==> src/rtl/imem_stream_loader_if.sv <==
// Byte-stream valid/ready handshake feeding imem_stream_loader.
// master drives bytes, slave (the loader) returns in_ready.
interface imem_stream_loader_if;
    logic       in_valid;
    logic [7:0] in_data;
    logic       in_ready;

    modport master (output in_valid, output in_data, input in_ready);
    modport slave  (input in_valid, input in_data, output in_ready);
endinterface

==> src/rtl/imem_stream_loader.sv <==
// Program loader: assembles MSB-first bytes into words, writes them to instruction
// memory and sequences cpu_reset. Define LOADER_CHECKSUM_EN for the trailing-sum check.
module imem_stream_loader #(
    parameter int ADDR_W     = 8,
    parameter int MEM_WORDS  = 256,
    parameter int RESET_HOLD = 3
) (
    input  logic                clk,
    input  logic                reset,
    imem_stream_loader_if.slave s_in,
    input  logic                reload,
    output logic                mem_we,
    output logic [ADDR_W-1:0]   mem_addr,
    output logic [31:0]         mem_wdata,
    output logic                cpu_reset,
    output logic                load_done,
    output logic                load_error,
    output logic [ADDR_W:0]     words_loaded
);
    localparam int HOLD_W = $clog2(RESET_HOLD + 2);

    typedef enum logic [2:0] {
        S_HDR  = 3'd0,
        S_DATA = 3'd1,
        S_HOLD = 3'd2,
        S_RUN  = 3'd3,
`ifdef LOADER_CHECKSUM_EN
        S_ERR  = 3'd4,
        S_CSUM = 3'd5
`else
        S_ERR  = 3'd4
`endif
    } state_t;

`ifdef LOADER_CHECKSUM_EN
    localparam state_t S_AFTER_DATA = S_CSUM;
`else
    localparam state_t S_AFTER_DATA = S_HOLD;
`endif

    state_t              state_q, state_d;
    logic [1:0]          byte_cnt_q, byte_cnt_d;
    logic [31:8]         asm_q, asm_d;
    logic [ADDR_W:0]     count_q, count_d;
    logic [ADDR_W:0]     words_loaded_q, words_loaded_d;
    logic                mem_we_q, mem_we_d;
    logic [ADDR_W-1:0]   mem_addr_q, mem_addr_d;
    logic [31:0]         mem_wdata_q, mem_wdata_d;
    logic [HOLD_W-1:0]   hold_cnt_q, hold_cnt_d;
`ifdef LOADER_CHECKSUM_EN
    logic [31:0]         sum_q, sum_d;
`endif

    logic                in_phase;
    logic                accept;
    logic                word_done;
    logic [31:0]         full_word;
    logic [ADDR_W:0]     wl_inc;

    assign full_word = {asm_q, s_in.in_data};
    assign wl_inc    = words_loaded_q + {{ADDR_W{1'b0}}, 1'b1};
    assign accept    = s_in.in_valid && in_phase;
    assign word_done = accept && (byte_cnt_q == 2'd3);

    always_comb begin
        in_phase = 1'b0;
        case (state_q)
`ifdef LOADER_CHECKSUM_EN
            S_HDR, S_DATA, S_CSUM: in_phase = 1'b1;
`else
            S_HDR, S_DATA:         in_phase = 1'b1;
`endif
            default:               in_phase = 1'b0;
        endcase
    end

    always_comb begin
        state_d        = state_q;
        byte_cnt_d     = byte_cnt_q;
        asm_d          = asm_q;
        count_d        = count_q;
        words_loaded_d = words_loaded_q;
        mem_we_d       = 1'b0;
        mem_addr_d     = mem_addr_q;
        mem_wdata_d    = mem_wdata_q;
        hold_cnt_d     = hold_cnt_q;
`ifdef LOADER_CHECKSUM_EN
        sum_d          = sum_q;
`endif

        // Lanes 0..2 are buffered; lane 3 is taken straight from in_data on completion.
        if (accept) begin
            byte_cnt_d = byte_cnt_q + 2'd1;
            case (byte_cnt_q)
                2'd0:    asm_d[31:24] = s_in.in_data;
                2'd1:    asm_d[23:16] = s_in.in_data;
                2'd2:    asm_d[15:8]  = s_in.in_data;
                default: ;
            endcase
        end

        case (state_q)
            S_HDR: begin
                if (word_done) begin
                    count_d = full_word[ADDR_W:0];
`ifdef LOADER_CHECKSUM_EN
                    sum_d   = full_word;
`endif
                    if (full_word > 32'(MEM_WORDS))  state_d = S_ERR;
                    else if (full_word == 32'd0)      state_d = S_AFTER_DATA;
                    else                              state_d = S_DATA;
                end
            end
            S_DATA: begin
                if (word_done) begin
                    mem_we_d       = 1'b1;
                    mem_addr_d     = words_loaded_q[ADDR_W-1:0];
                    mem_wdata_d    = full_word;
                    words_loaded_d = wl_inc;
`ifdef LOADER_CHECKSUM_EN
                    sum_d          = sum_q + full_word;
`endif
                    if (wl_inc == count_q) state_d = S_AFTER_DATA;
                end
            end
`ifdef LOADER_CHECKSUM_EN
            S_CSUM: begin
                if (word_done) state_d = (full_word == sum_q) ? S_HOLD : S_ERR;
            end
`endif
            S_HOLD: begin
                if (hold_cnt_q == HOLD_W'(RESET_HOLD)) begin
                    hold_cnt_d = '0;
                    state_d    = S_RUN;
                end else begin
                    hold_cnt_d = hold_cnt_q + HOLD_W'(1);
                end
            end
            S_RUN, S_ERR: begin
                // in_ready is low here, so a byte offered alongside reload is never taken.
                if (reload) begin
                    state_d        = S_HDR;
                    words_loaded_d = '0;
                    byte_cnt_d     = '0;
                    hold_cnt_d     = '0;
`ifdef LOADER_CHECKSUM_EN
                    sum_d          = '0;
`endif
                end
            end
            default: state_d = S_HDR;
        endcase
    end

    always_ff @(posedge clk or negedge reset) begin
        if (!reset) begin
            state_q        <= S_HDR;
            byte_cnt_q     <= '0;
            asm_q          <= '0;
            count_q        <= '0;
            words_loaded_q <= '0;
            mem_we_q       <= 1'b0;
            mem_addr_q     <= '0;
            mem_wdata_q    <= '0;
            hold_cnt_q     <= '0;
`ifdef LOADER_CHECKSUM_EN
            sum_q          <= '0;
`endif
        end else begin
            state_q        <= state_d;
            byte_cnt_q     <= byte_cnt_d;
            asm_q          <= asm_d;
            count_q        <= count_d;
            words_loaded_q <= words_loaded_d;
            mem_we_q       <= mem_we_d;
            mem_addr_q     <= mem_addr_d;
            mem_wdata_q    <= mem_wdata_d;
            hold_cnt_q     <= hold_cnt_d;
`ifdef LOADER_CHECKSUM_EN
            sum_q          <= sum_d;
`endif
        end
    end

    assign s_in.in_ready = in_phase;
    assign mem_we        = mem_we_q;
    assign mem_addr      = mem_addr_q;
    assign mem_wdata     = mem_wdata_q;
    assign cpu_reset     = (state_q != S_RUN);
    assign load_done     = (state_q == S_RUN);
    assign load_error    = (state_q == S_ERR);
    assign words_loaded  = words_loaded_q;
endmodule

==> src/flat_wrapper.sv <==
// flat-port wrapper written by rule: the top's interface ports become plain ports
module imem_stream_loader_flat 
#(
    parameter int ADDR_W     = 8,
    parameter int MEM_WORDS  = 256,
    parameter int RESET_HOLD = 3
)
  (clk, reset, reload, mem_we, mem_addr, mem_wdata, cpu_reset, load_done, load_error, words_loaded, s_in_in_valid, s_in_in_data, s_in_in_ready);
  imem_stream_loader_if s_in_i ();
  input  logic clk;
  input  logic reset;
  input  logic reload;
  output logic mem_we;
  output logic [ADDR_W-1:0] mem_addr;
  output logic [31:0] mem_wdata;
  output logic cpu_reset;
  output logic load_done;
  output logic load_error;
  output logic [ADDR_W:0] words_loaded;
  input wire logic [$bits(s_in_i.in_valid)-1:0] s_in_in_valid;
  input wire logic [$bits(s_in_i.in_data)-1:0] s_in_in_data;
  output wire logic [$bits(s_in_i.in_ready)-1:0] s_in_in_ready;
  assign s_in_i.in_valid = s_in_in_valid;
  assign s_in_i.in_data = s_in_in_data;
  assign s_in_in_ready = s_in_i.in_ready;
  imem_stream_loader #(.ADDR_W(ADDR_W), .MEM_WORDS(MEM_WORDS), .RESET_HOLD(RESET_HOLD)) u_core (.clk(clk), .reset(reset), .s_in(s_in_i), .reload(reload), .mem_we(mem_we), .mem_addr(mem_addr), .mem_wdata(mem_wdata), .cpu_reset(cpu_reset), .load_done(load_done), .load_error(load_error), .words_loaded(words_loaded));
endmodule
==> config.mk <==
export PLATFORM = sky130hd
export DESIGN_NAME = imem_stream_loader_flat
export DESIGN_NICKNAME = d
export VERILOG_FILES = /design/src/rtl/imem_stream_loader_if.sv /design/src/rtl/imem_stream_loader.sv /design/src/flat_wrapper.sv
export SDC_FILE = /design/constraint.sdc
export NUM_CORES = 1
export LEC_CHECK = 0
export CORE_MARGIN = 5
export CORE_UTILIZATION = 55
export CTS_BUF_LIST = sky130_fd_sc_hd__clkbuf_8
export CTS_CLUSTER_DIAMETER = 150
export DETAILED_ROUTE_END_ITERATION = 12
export GPL_ROUTABILITY_DRIVEN = 0
export PLACE_DENSITY = 0.82
export SLEW_MARGIN = 20
export SYNTH_ARGS = -nofsm -noshare
export SYNTH_HDL_FRONTEND = slang
export SYNTH_SLANG_ARGS = --single-unit
==> constraint.sdc <==
create_clock -name clk -period 2.35 [get_ports clk]
set_clock_uncertainty 0.2 [all_clocks]
set_input_delay 0.47 -clock clk [delete_from_list [all_inputs] [get_ports clk]]
set_output_delay 0.47 -clock clk [all_outputs]
set_load 0.02 [all_outputs]
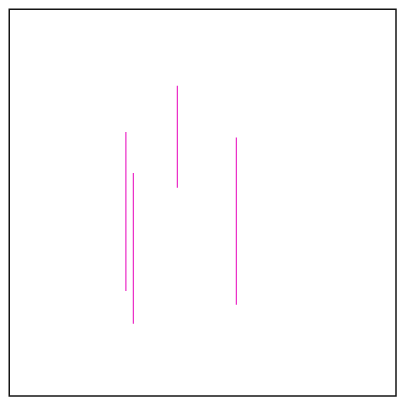
m4.png
(4 px per um)
main direction: vertical
nets with wire on the layer: 3
wire length on this layer: 144 um

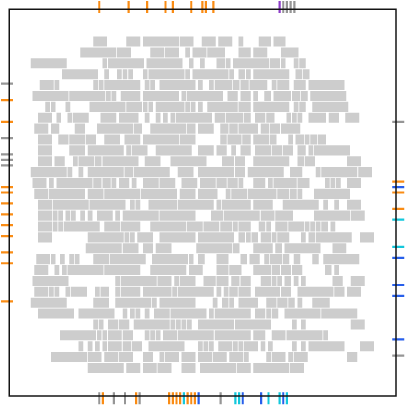
pinout.png
(4 px per um) Pins as bars across the die edge, other pins in grey.
legend:
  orange:
    port: mem_wdata
    pins: 32
    direction: output
    edge: 11 left, 9 bottom, 9 top, 3 right
  purple:
    port: s_in_in_valid
    pins: 1
    direction: input
    edge: top
  blue:
    port: words_loaded
    pins: 9
    direction: output
    edge: 5 right, 4 bottom
  cyan:
    port: mem_addr
    pins: 8
    direction: output
    edge: 6 bottom, 2 right
all pins by edge: 24 bottom, 16 left, 14 top, 12 right

==> results.toml <==
# physical design summary
[status]
status = "completed"

[placement]
dp_hpwl_mm = 6.66
place_ws_ns = -0.100
dp.cells = 573

[global_routing]
grt_pass1_vias = 3274

[critical_path]
r2r_slack_ns = 0.20
path_delay_family = "buffers and inverters"
cp_num_cells = 3
r2r-start = "u_core.words_loaded[0]$_DFFE_PN0P_"
critPathLaunch = "u_core.state_q[2]$_DFFE_PN0P_"
crit_path_max_incr_delay_ns = 0.46
startpoint_type = "flop"
worstPathArrival_ns = 1.58
required_ns = 1.68

[synthesis]
synthAoiAreaFrac = 0.0700
ys_seq_frac = 0.556
yosysCellCount = 400
ys_sh_mux = 0.0880
ys_ff = 91
flop_cell = "dfrtp_1"
synth_cells = 400
logic_family = "simple AND/OR/NAND/NOR gates"
yosys.area_share.simple = 0.208

[clock_tree]
htree_levels = 3
cts-root-buf = "clkbuf_8"
cts_tree = "done"
clock_latency_ns = 0.35
cts.path.max_buffers = 2
cts_hold_buf = 1
ctsResizeCount = 5
clk_pin_slew_ns = 0.09

[timing]
maxSlewHeadroom = 0.557
min_period_ns = 2.25
tns_ns = 0
whs_ns = 0.278
fmax_ghz = 0.445

[power_and_ir_drop]
power_uw = 5840
p_int_uw = 3660
vdd_drop_max_mv = 0.673
comb_power_share = 0.405

[route]
vias = 3148
drc = 0
drt_iter0_markers = 137

[run]
tool_warnings = 29

[finish]
drive_above_1_share = 0.180
## power groups by stage
stage | clock [uW] | combinational [uW] | sequential [uW]
6_report | 952 | 2370 | 2520
5_1_grt | 1060 | 2590 | 2600
4_1_cts | 975 | 2400 | 2520
3_5_place_dp | 0 | 2380 | 2540
3_3_place_gp | 0 | 2300 | 2510
2_1_floorplan | 0 | 985 | 2830
## layer usage
| layer | track usage | part of all wire |
|---|---|---|
| met5 | 0 | 0 |
| met4 | 0.0678 | 0.015 |
| met3 | 0.0321 | 0.035 |
| met2 | 0.373 | 0.50 |
| met1 | 0.312 | 0.45 |
## cell usage in the layout, fill, tap and decap left out, types with 2 or more instances in the layout
| cell | count |
|---|---|
| nor3_1 | 4 |
| clkbuf_8 | 9 |
| o31ai_1 | 3 |
| mux2_2 | 32 |
| clkinv_4 | 2 |
| inv_6 | 2 |
| nor4_1 | 9 |
| nor2_4 | 2 |
| buf_4 | 23 |
| xnor2_1 | 5 |
| dlygate4sd2_1 | 3 |
| xor2_1 | 8 |
| clkdlybuf4s50_1 | 60 |
| a211oi_1 | 2 |
| a21oi_1 | 6 |
| and2_1 | 2 |
| clkinvlp_4 | 2 |
| o21ai_0 | 19 |
| nor2b_1 | 3 |
| dfrtp_1 | 91 |
| inv_1 | 7 |
| nand2b_1 | 2 |
| nand2_1 | 136 |
| nand3_1 | 3 |
| nor2_1 | 10 |
| ha_1 | 6 |
| a31oi_1 | 2 |
| and3_1 | 3 |
| buf_12 | 5 |
| o21a_1 | 4 |
## layout make-up
type / count / area (um^2)
well taps: 99 / 124
clock inverters: 6 / 50.0
inverters: 8 / 30.0
clock buffers: 9 / 124
fillers: 519 / 2010
repair buffers: 93 / 922
flip-flops and latches: 91 / 2280
multi-input cells: 283 / 1710
Power and IR drop assume default switching activity.
